$ cat config.mk
export PLATFORM = sky130hd
export DESIGN_NAME = queue_pop_mux
export DESIGN_NICKNAME = d
export VERILOG_FILES = /design/src/rtl/queue_pop_mux.sv
export SDC_FILE = /design/constraint.sdc
export NUM_CORES = 1
export LEC_CHECK = 0
export CORE_UTILIZATION = 44
export CTS_BUF_LIST = sky130_fd_sc_hd__clkbuf_2
export DETAILED_ROUTE_END_ITERATION = 7
export GPL_ROUTABILITY_DRIVEN = 0
export PLACE_DENSITY = 0.81
export RECOVER_POWER = 100
export SKIP_CTS_REPAIR_TIMING = 1
export SYNTH_ARGS = -nofsm -noshare
export SYNTH_HDL_FRONTEND = slang
export SYNTH_SLANG_ARGS = --single-unit
$ cat constraint.sdc
create_clock -name clk -period 1.9 [get_ports clk]
set_input_delay 0.38 -clock clk [delete_from_list [all_inputs] [get_ports clk]]
set_output_delay 0.38 -clock clk [all_outputs]
set_load 0.05 [all_outputs]
$ cat src/rtl/queue_pop_mux.sv
// queue_pop_mux: pops the arbiter-granted queue and buffers the 1-cycle-latency word for egress.
// Define SERVE_COUNT_EN to add the per-queue saturating served_cnt counters.
module queue_pop_mux #(
  parameter int QUEUE_QUANTITY = 4,
  parameter int DATA_BITS      = 8
) (
  input  logic                                clk,
  input  logic                                rst,
  input  logic [1:0]                          selector,
  input  logic                                out_enb,
  input  logic [QUEUE_QUANTITY-1:0]           buf_empty,
  input  logic [QUEUE_QUANTITY*DATA_BITS-1:0] fifo_data,
  output logic [QUEUE_QUANTITY-1:0]           pop,
  output logic                                rr_enb,
  output logic [DATA_BITS-1:0]                data_out,
  output logic [1:0]                          data_out_src,
  output logic                                data_out_valid,
  input  logic                                dst_ready
`ifdef SERVE_COUNT_EN
  ,
  output logic [QUEUE_QUANTITY*8-1:0]         served_cnt
`endif
);

  logic                 pend_valid_r;
  logic [1:0]           pend_src_r;
  logic [1:0]           count_r;
  logic                 head_r;
  logic                 tail_r;
  logic [DATA_BITS-1:0] mem_data_r [2];
  logic [1:0]           mem_src_r [2];

  logic                 deq_s;
  logic                 credit_s;
  logic                 fire_s;
  logic [2:0]           occ_s;
  logic [DATA_BITS-1:0] wr_data_s;

  assign data_out_valid = (count_r != 2'd0);
  assign data_out       = mem_data_r[head_r];
  assign data_out_src   = mem_src_r[head_r];

  // Credit counts the in-flight pend word as occupied so the 2-entry buffer never overflows.
  always_comb begin
    deq_s     = data_out_valid && dst_ready;
    occ_s     = {1'b0, count_r} + {2'b00, pend_valid_r};
    credit_s  = (occ_s < (3'd2 + {2'b00, deq_s}));
    fire_s    = out_enb && credit_s && !buf_empty[selector] && !rst;
    rr_enb    = credit_s && !rst;
    wr_data_s = fifo_data[int'(pend_src_r)*DATA_BITS +: DATA_BITS];
    if (fire_s) begin
      pop = {{(QUEUE_QUANTITY-1){1'b0}}, 1'b1} << selector;
    end else begin
      pop = {QUEUE_QUANTITY{1'b0}};
    end
  end

  // Pop pipeline stage and 2-entry output buffer.
  always_ff @(posedge clk) begin
    if (rst) begin
      pend_valid_r <= 1'b0;
      pend_src_r   <= 2'd0;
      count_r      <= 2'd0;
      head_r       <= 1'b0;
      tail_r       <= 1'b0;
      for (int i = 0; i < 2; i++) begin
        mem_data_r[i] <= {DATA_BITS{1'b0}};
        mem_src_r[i]  <= 2'd0;
      end
    end else begin
      pend_valid_r <= fire_s;
      pend_src_r   <= selector;
      if (pend_valid_r) begin
        mem_data_r[tail_r] <= wr_data_s;
        mem_src_r[tail_r]  <= pend_src_r;
        tail_r             <= ~tail_r;
      end
      if (deq_s) begin
        head_r <= ~head_r;
      end
      case ({pend_valid_r, deq_s})
        2'b10:   count_r <= count_r + 2'd1;
        2'b01:   count_r <= count_r - 2'd1;
        default: count_r <= count_r;
      endcase
    end
  end

`ifdef SERVE_COUNT_EN
  logic [7:0] cnt_r [QUEUE_QUANTITY];

  // Saturating per-source count of words handed to the egress consumer.
  always_ff @(posedge clk) begin
    if (rst) begin
      for (int q = 0; q < QUEUE_QUANTITY; q++) begin
        cnt_r[q] <= 8'd0;
      end
    end else if (deq_s && (cnt_r[data_out_src] != 8'hFF)) begin
      cnt_r[data_out_src] <= cnt_r[data_out_src] + 8'd1;
    end
  end

  // Flatten counters onto the output bus.
  always_comb begin
    for (int q = 0; q < QUEUE_QUANTITY; q++) begin
      served_cnt[q*8 +: 8] = cnt_r[q];
    end
  end
`endif

endmodule

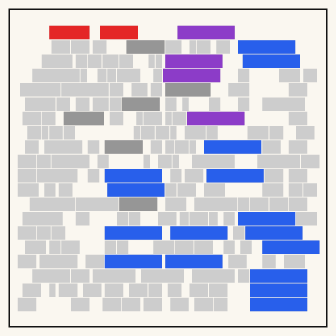
Fig. 1. Sequential cells grouped by signal name (run 1).
Other sequential cells in the stronger gray, the rest of the logic in the fainter gray.
color	name in the netlist	flops
blue	mem_data_r	16
purple	mem_src_r	4
red	count_r	2
not colored	6

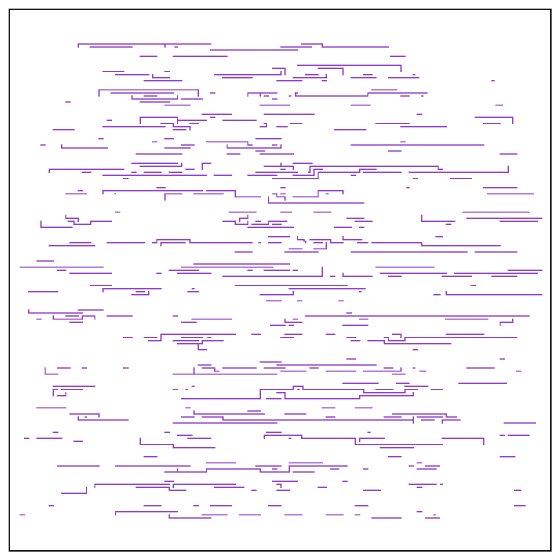
Fig. 2. M1 wires (run 1).
share of all routed wire	37%
wire length on this layer	1300 µm

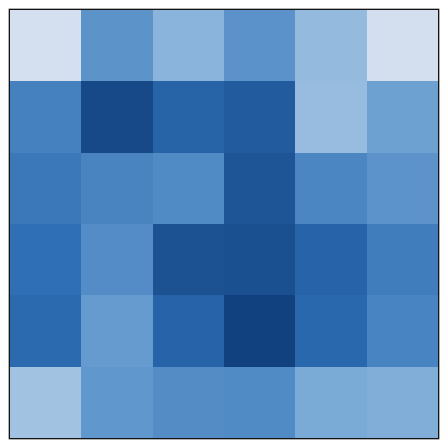
Fig. 3. Cell area per tile (run 1).
6 x 6 tiles, from white (low) to dark blue (high), 0 to 100% covered.
densest ninth of the die	center
tiles over 75% full	31%
mean over tiles	64%

==> notes.md, run 1 <==
Latest figures from synthesis and place and route.

TritonCTS built the clock tree. Per the synth stats, the proportion of register bits with asynchronous set or reset is 0%. The area after detailed placement is 0.00233 mm². The power density over cell area is 738 mW/mm². Setup slack on the worst reg-to-reg path comes out at 0.01 ns. The total number of cells along the worst setup path is 6. Per the area breakdown, the dominant cell category is combinational gates. The post-route cell area is 0.00235 mm². The floorplan step set the die width to 60.1 µm. The critical hold path startpoint is head_r. The post-route clock skew is 0.00820 ns.

The number of iterations in the first detailed-routing pass is 6. The sort of element at the start of the critical path is a flop. The buffer_ports step reported a buffer count of 57.

Before placement the cells fill 47.4% of the core. The main area contributors are sky130_fd_sc_hd__edfxtp_1 (41%), sky130_fd_sc_hd__mux4_2 (12%), sky130_fd_sc_hd__dfxtp_1 (11%), sky130_fd_sc_hd__mux2_2 (8.4%), sky130_fd_sc_hd__nor2b_1 (4.6%). The portion of synthesized cell area occupied by the leading cell type is 40.5%. The checks that failed: negative setup slack. Per the OpenROAD power report, leakage power amounts to 0.872 nW. The pin count of the biggest net entering global routing is 16. The worst-case reg-to-reg path depth is 3. The total overflow left after global routing is 0. In the post-route analysis, the smallest setup slack over all paths is -0.388 ns. The setup-violating endpoint count in the final report is 5.

The worst vdd rail ir drop is 468 µV. The run finished, with violations left. On the worst path, the slowest cell contributes a delay of 0.39 ns.

The kind of path behind the tightest hold check is flop to flop. The top cell types in the final layout, fill and taps aside, are sky130_fd_sc_hd__clkdlybuf4s50_1 (41), sky130_fd_sc_hd__buf_4 (28), sky130_fd_sc_hd__edfxtp_1 (20). The area share of xor/xnor cells in the synthesized design is 2.36%. Counting pins that exceed their max-slew limit in the final report gives 0.

Along the critical path, the tally of buffer and inverter instances is 1. The critical path in this run is classified as flop to output pin. The number of nets at floorplan is 156.

The final critical-path share of the clock period is 120%. The top cell type in the final layout, fill and taps aside, is sky130_fd_sc_hd__clkdlybuf4s50_1. By instance count, the cell type seen most on the critical path is sky130_fd_sc_hd__ha_4. Synthesis produced a netlist whose cell count is 111. After floorplanning, the core was divided into 20 placement rows. The source of the critical timing path is pend_valid_r. The share of synthesized cell area in full adder, half adder and majority cells is 2.53%. Internal power comes to 1.12 mW. The number of multi-input combinational cells is 74.

The total vias in the final route is 1180. The worst setup timing slack at the placement stage is -0.339 ns. Setup repair after global routing could not meet its margin everywhere. The average via count per standard cell is 5.13. The logic area is 781 µm². For the worst-skew pair, the clock arrives at the later sink with an insertion delay of 0.36 ns. Per the layout area report, the sequential fraction of cell area is 32.6%. The half-perimeter wire length of the detailed placement result is 2.82 mm.

After detailed routing, the average wire length per cell comes to 15.3 µm. The cell sitting at the root of the clock tree is a sky130_fd_sc_hd__clkbuf_2. For reference, the critical path is captured by pop[3].

The tally of filler cells in the layout is 211. Across all stage logs, warnings added up to 28. The max-capacitance violation count is 0. Once synthesis finished, the tally of register bits stood at 28.

The number of nets in the finished design is 232. The type of element capturing the critical path is an output pin. In this run, the number of DRC markers left after iteration 0 of detailed routing was 16. Per report_power, the combinational group accounts for 42.9% of the total. The die is 60.1 µm tall.

The sequential fraction of the synthesis area is 51.3%. The average cell area after synthesis is 13.4 µm². The standard cell with the maximum stage delay on the critical path is sky130_fd_sc_hd__dfxtp_2. The most used flip-flop cell after synthesis is sky130_fd_sc_hd__edfxtp_1. The cell count after placement is 225. The number of inverters outside the clock class in the layout is 4.

For this run, the chip area from Yosys synthesis comes to 0.00148 mm².
-- run 1: power groups by stage --
stage          clock network, mW  registers (mW)  logic (mW)
2_1_floorplan                  0           0.753       0.488
3_3_place_gp                   0           0.774       0.726
3_5_place_dp                   0           0.776       0.746
4_1_cts                    0.224           0.763       0.749
5_1_grt                    0.255           0.772       0.787
6_report                   0.224           0.765       0.744
-- run 1: per-layer routing --
layer | part of all wire, % | global-route usage [%] | up-vias
met4 | 2.7 | 12.0 | 0
met5 | 0 | 0 | -
li1 | - | - | 563
met1 | 37 | 21.0 | 565
met3 | 4.3 | 4.55 | 8
met2 | 56 | 42.1 | 44
-- run 1: state kept, by name, summed over array words and instances, names as in the netlist, named ones only --
register	count
head_r	1
mem_data_r	16
tail_r	1
pend_valid_r	1
count_r	2
pend_src_r	2
mem_src_r	4
==> run 2, diff against run 1 <==
--- a/config.mk
+++ b/config.mk
@@ -5,11 +5,11 @@
 export SDC_FILE = /design/constraint.sdc
 export NUM_CORES = 1
 export LEC_CHECK = 0
-export CORE_UTILIZATION = 44
+export CORE_UTILIZATION = 30
 export CTS_BUF_LIST = sky130_fd_sc_hd__clkbuf_2
+export CTS_CLUSTER_SIZE = 24
 export DETAILED_ROUTE_END_ITERATION = 7
 export GPL_ROUTABILITY_DRIVEN = 0
-export PLACE_DENSITY = 0.81
 export RECOVER_POWER = 100
 export SKIP_CTS_REPAIR_TIMING = 1
 export SYNTH_ARGS = -nofsm -noshare
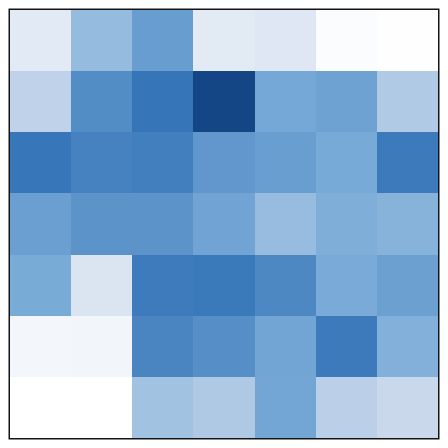
Fig. 4. Cell area per tile (run 2).
7 x 7 tiles, from white (low) to dark blue (high), 0 to 100% covered.
fullest tile	92%
tiles over 75% full	2.0%
mean over tiles	45%
emptiest ninth of the die	south-west
nearly empty tiles	8.2%

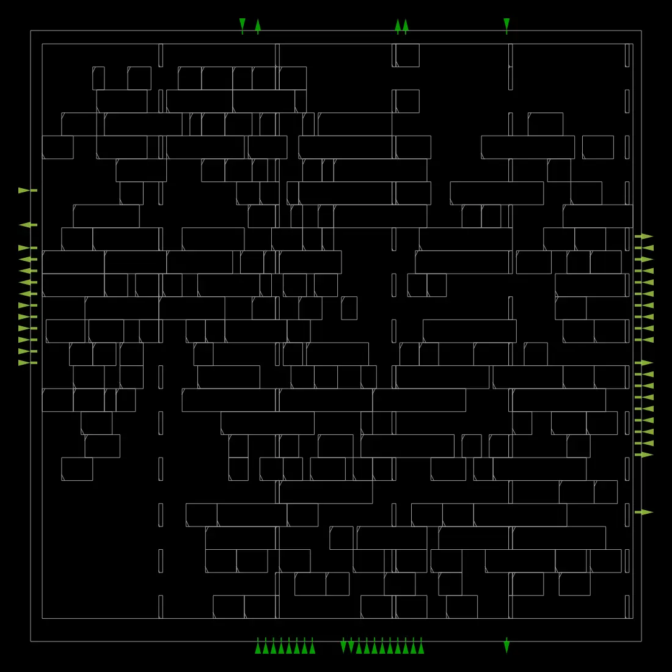
Fig. 5. Placement view (run 2).
Taps Inserted: 67
register fraction of the total cell area: 31.8%
fillcell total: 432
placement row count: 25
count of sequential standard cells: 28

==> notes.md, run 2 <==
Latest figures from synthesis and place and route.

The most numerous logic cell after layout is sky130_fd_sc_hd__clkdlybuf4s50_1 (unchanged). The post-route clock skew came to 0.00342 ns (was 0.00820 ns). The cell count after placement was 247 (was 225). The total buffers and inverters traversed by the critical path is 2 (was 1).

The worst setup timing slack at the placement stage is -0.305 ns (was -0.339 ns). The standard cell with the maximum stage delay on the critical path is sky130_fd_sc_hd__dfxtp_2 (unchanged). The root buffer cell was sky130_fd_sc_hd__clkbuf_2 (unchanged). The clock latency on the worst-skew pair is 0.34 ns (was 0.36 ns).

The fraction of registers with async set or reset after synthesis is 0% (unchanged). The group drawing the most power was sequential cells (unchanged). The combinational power is 0.766 mW (was 0.744 mW). The final-report max-slew violation count came to 0 (unchanged). The maximum cell stage delay along the critical path is 0.39 ns (about the same).

The TritonCTS clock tree is built (unchanged). The number of multi-input combinational cells is 74 (unchanged). The startpoint-to-endpoint class of the critical path was flop to output pin (unchanged). The number of DRC violations after detailed-routing iteration 0 is 42 (was 16). The kind of path behind the tightest hold check is input port to flop (was flop to flop).

The max-capacitance violation count is 0 (unchanged). The clock distribution power is 0.211 mW (was 0.224 mW). The fraction of power consumed by combinational cells came to 43.9% (was 42.9%).

The synthesized chip area reported by yosys came to 0.00148 mm² (unchanged). The die extent in x came to 72.3 µm (was 60.1 µm). The number of iterations in the first detailed-routing pass came to 4 (was 6).

The worst vdd rail ir drop was 348 µV (was 468 µV). The logic area is 787 µm² (was 781 µm²). The setup-violating endpoint count in the final report came to 5 (unchanged). The leakage power summed over all cells was 0.898 nW (was 0.872 nW).

The setup slack of the critical path after layout was -0.366 ns (was -0.388 ns). The portion of synthesized cell area occupied by the leading cell type came to 40.5% (unchanged). The most congested layer reported by global routing is met2 (unchanged).

The top layer reached by signal wires is met4 (unchanged). Failing checks: negative setup slack (unchanged). Status: finished with violations (unchanged). The total met3 wirelength after detailed routing is 196 µm (was 152 µm).
[run 2: final timing paths]
kind | from | to | cells after the start
hold reg to reg | head_r | flop | 2
hold / removal | selector[1] | pend_src_r[1] | 3
setup / recovery | pend_valid_r | pop[0] | 7
setup reg to reg | count_r[0] | count_r[1] | 6
[run 2: cells by family (layout without fill, tap and decap cells)]
logic type,count (synthesis),after routing,share of synthesized area [%]
flip-flops,28,28,51.3
adder cells (fa/ha/maj),3,3,2.53
buffers and inverters,9,84,2.95
XOR/XNOR,4,4,2.36
AND-OR/OR-AND,6,6,2.70
AND/OR/NAND/NOR,41,41,16.9
multiplexers,20,20,21.3
[run 2: tightest hold or removal path, delay by kind of cell]
kind                   cells  cell delay (ns)
buffers and inverters      2             0.32
and+or+nand+nor            1             0.12
==> run 3, diff against run 2 <==
--- a/config.mk
+++ b/config.mk
@@ -10,6 +10,7 @@
 export CTS_CLUSTER_SIZE = 24
 export DETAILED_ROUTE_END_ITERATION = 7
 export GPL_ROUTABILITY_DRIVEN = 0
+export MAX_ROUTING_LAYER = met4
 export RECOVER_POWER = 100
 export SKIP_CTS_REPAIR_TIMING = 1
 export SYNTH_ARGS = -nofsm -noshare
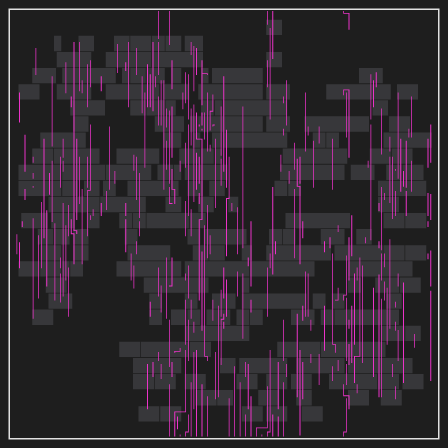
Fig. 6. The metal 2 layer (run 3).
Cells faint in the background.
main direction	vertical
share of all routed wire	53%
longest straight run	31.8 µm
nets with wire on the layer	211

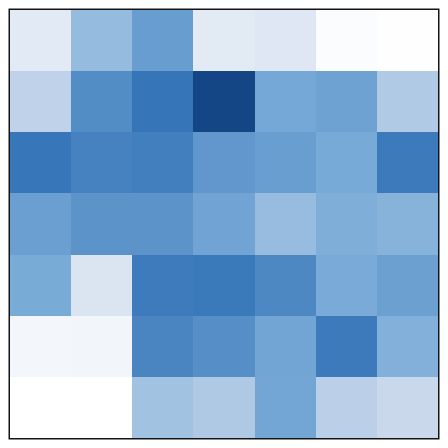
Fig. 7. Cell area per tile (run 3).
7 x 7 tiles, from white (low) to dark blue (high), 0 to 100% covered.
mean over tiles	45%
tiles over 75% full	2.0%
nearly empty tiles	8.2%

==> notes.md, run 3 <==
Latest figures from synthesis and place and route.

The root buffer cell is sky130_fd_sc_hd__clkbuf_2 (unchanged). The source of the critical timing path was pend_valid_r (unchanged). The global-route track usage on met3 is 1.81% (was 1.94%). The startpoint of the worst register-to-register path is count_r[0] (unchanged). The worst vdd rail ir drop is 348 µV (about the same).

The group drawing the most power is sequential cells (unchanged). Failing checks: negative setup slack (unchanged). The internal cell power is 1.13 mW (unchanged). The instance count of the mapped netlist is 111 (unchanged). The number of iterations in the first detailed-routing pass is 4 (unchanged). The met2 routing resource usage after global routing is 26.7% (was 26.6%).

The setup-violating endpoint count in the final report is 5 (unchanged). The average via count per standard cell came to 4.62 (about the same). The final critical-path share of the clock period was 119% (about the same). The number of nets at floorplan is 156 (unchanged).

The number of DRC violations after detailed-routing iteration 0 is 44 (was 42). Status: finished with violations (unchanged). The half-perimeter wire length of the detailed placement result is 2.79 mm (unchanged). The fraction of power consumed by combinational cells is 44.0% (was 43.9%). The combinational power was 0.766 mW (about the same).

The die extent in x is 72.3 µm (unchanged). The largest contributor to cell area by class is combinational gates (unchanged). The setup slack of the critical path after layout is -0.362 ns (was -0.366 ns). The cell count after placement is 247 (unchanged). The met2 wire length was 1.85 mm (was 1.86 mm). The capture endpoint of the worst hold path is pend_src_r[1] (unchanged). The startpoint-to-endpoint class of the critical path is flop to output pin (unchanged). The sequential fraction of the synthesis area is 51.3% (unchanged). The hold-critical path depth is 3 (unchanged). The effective utilization at floorplan came to 31.2% (unchanged). The synthesized chip area reported by yosys is 0.00148 mm² (unchanged).

The proportion of cell area occupied by registers is 31.8% (unchanged). The worst-case reg-to-reg path depth is 6 (unchanged). The worst setup timing slack at the placement stage is -0.305 ns (unchanged). The pin count of the biggest net entering global routing is 16 (unchanged).

Top library cells by usage in the layout, fill and taps aside: sky130_fd_sc_hd__clkdlybuf4s50_1 (40), sky130_fd_sc_hd__buf_4 (29), sky130_fd_sc_hd__edfxtp_1 (20) (unchanged). The max-capacitance violation count is 0 (unchanged). The portion of synthesized cell area occupied by the leading cell type is 40.5% (unchanged). The tally of filler cells in the layout is 432 (unchanged). The number of nets in the finished design came to 232 (unchanged). The flip-flop and latch count is 28 (unchanged). The total number of warnings across the stage logs was 28 (unchanged). The die outline height was 72.3 µm (unchanged). The logic area is 787 µm² (unchanged). The area after detailed placement is 0.00236 mm² (unchanged).
[run 3: worst max-delay path, cell delays in order, from the launching register on]
cell and delay (ns):
sky130_fd_sc_hd__dfxtp_2 0.39, sky130_fd_sc_hd__ha_4 0.16, sky130_fd_sc_hd__ha_4 0.17, sky130_fd_sc_hd__nor3_4 0.21, sky130_fd_sc_hd__a21oi_4 0.09, sky130_fd_sc_hd__buf_4 0.17
sky130_fd_sc_hd__nor4_4 0.18, sky130_fd_sc_hd__buf_12 0.18
[run 3: cells by family after synthesis]
group                      synth area share [%]
and+or+nand+nor                            16.9
DFF                                        51.3
muxes                                      21.3
buffers and inverters                      2.95
AOI/OAI and AO/OA                          2.70
xor gates and xnor gates                   2.36
adders and majority gates                  2.53
Power and IR drop assume default switching activity.
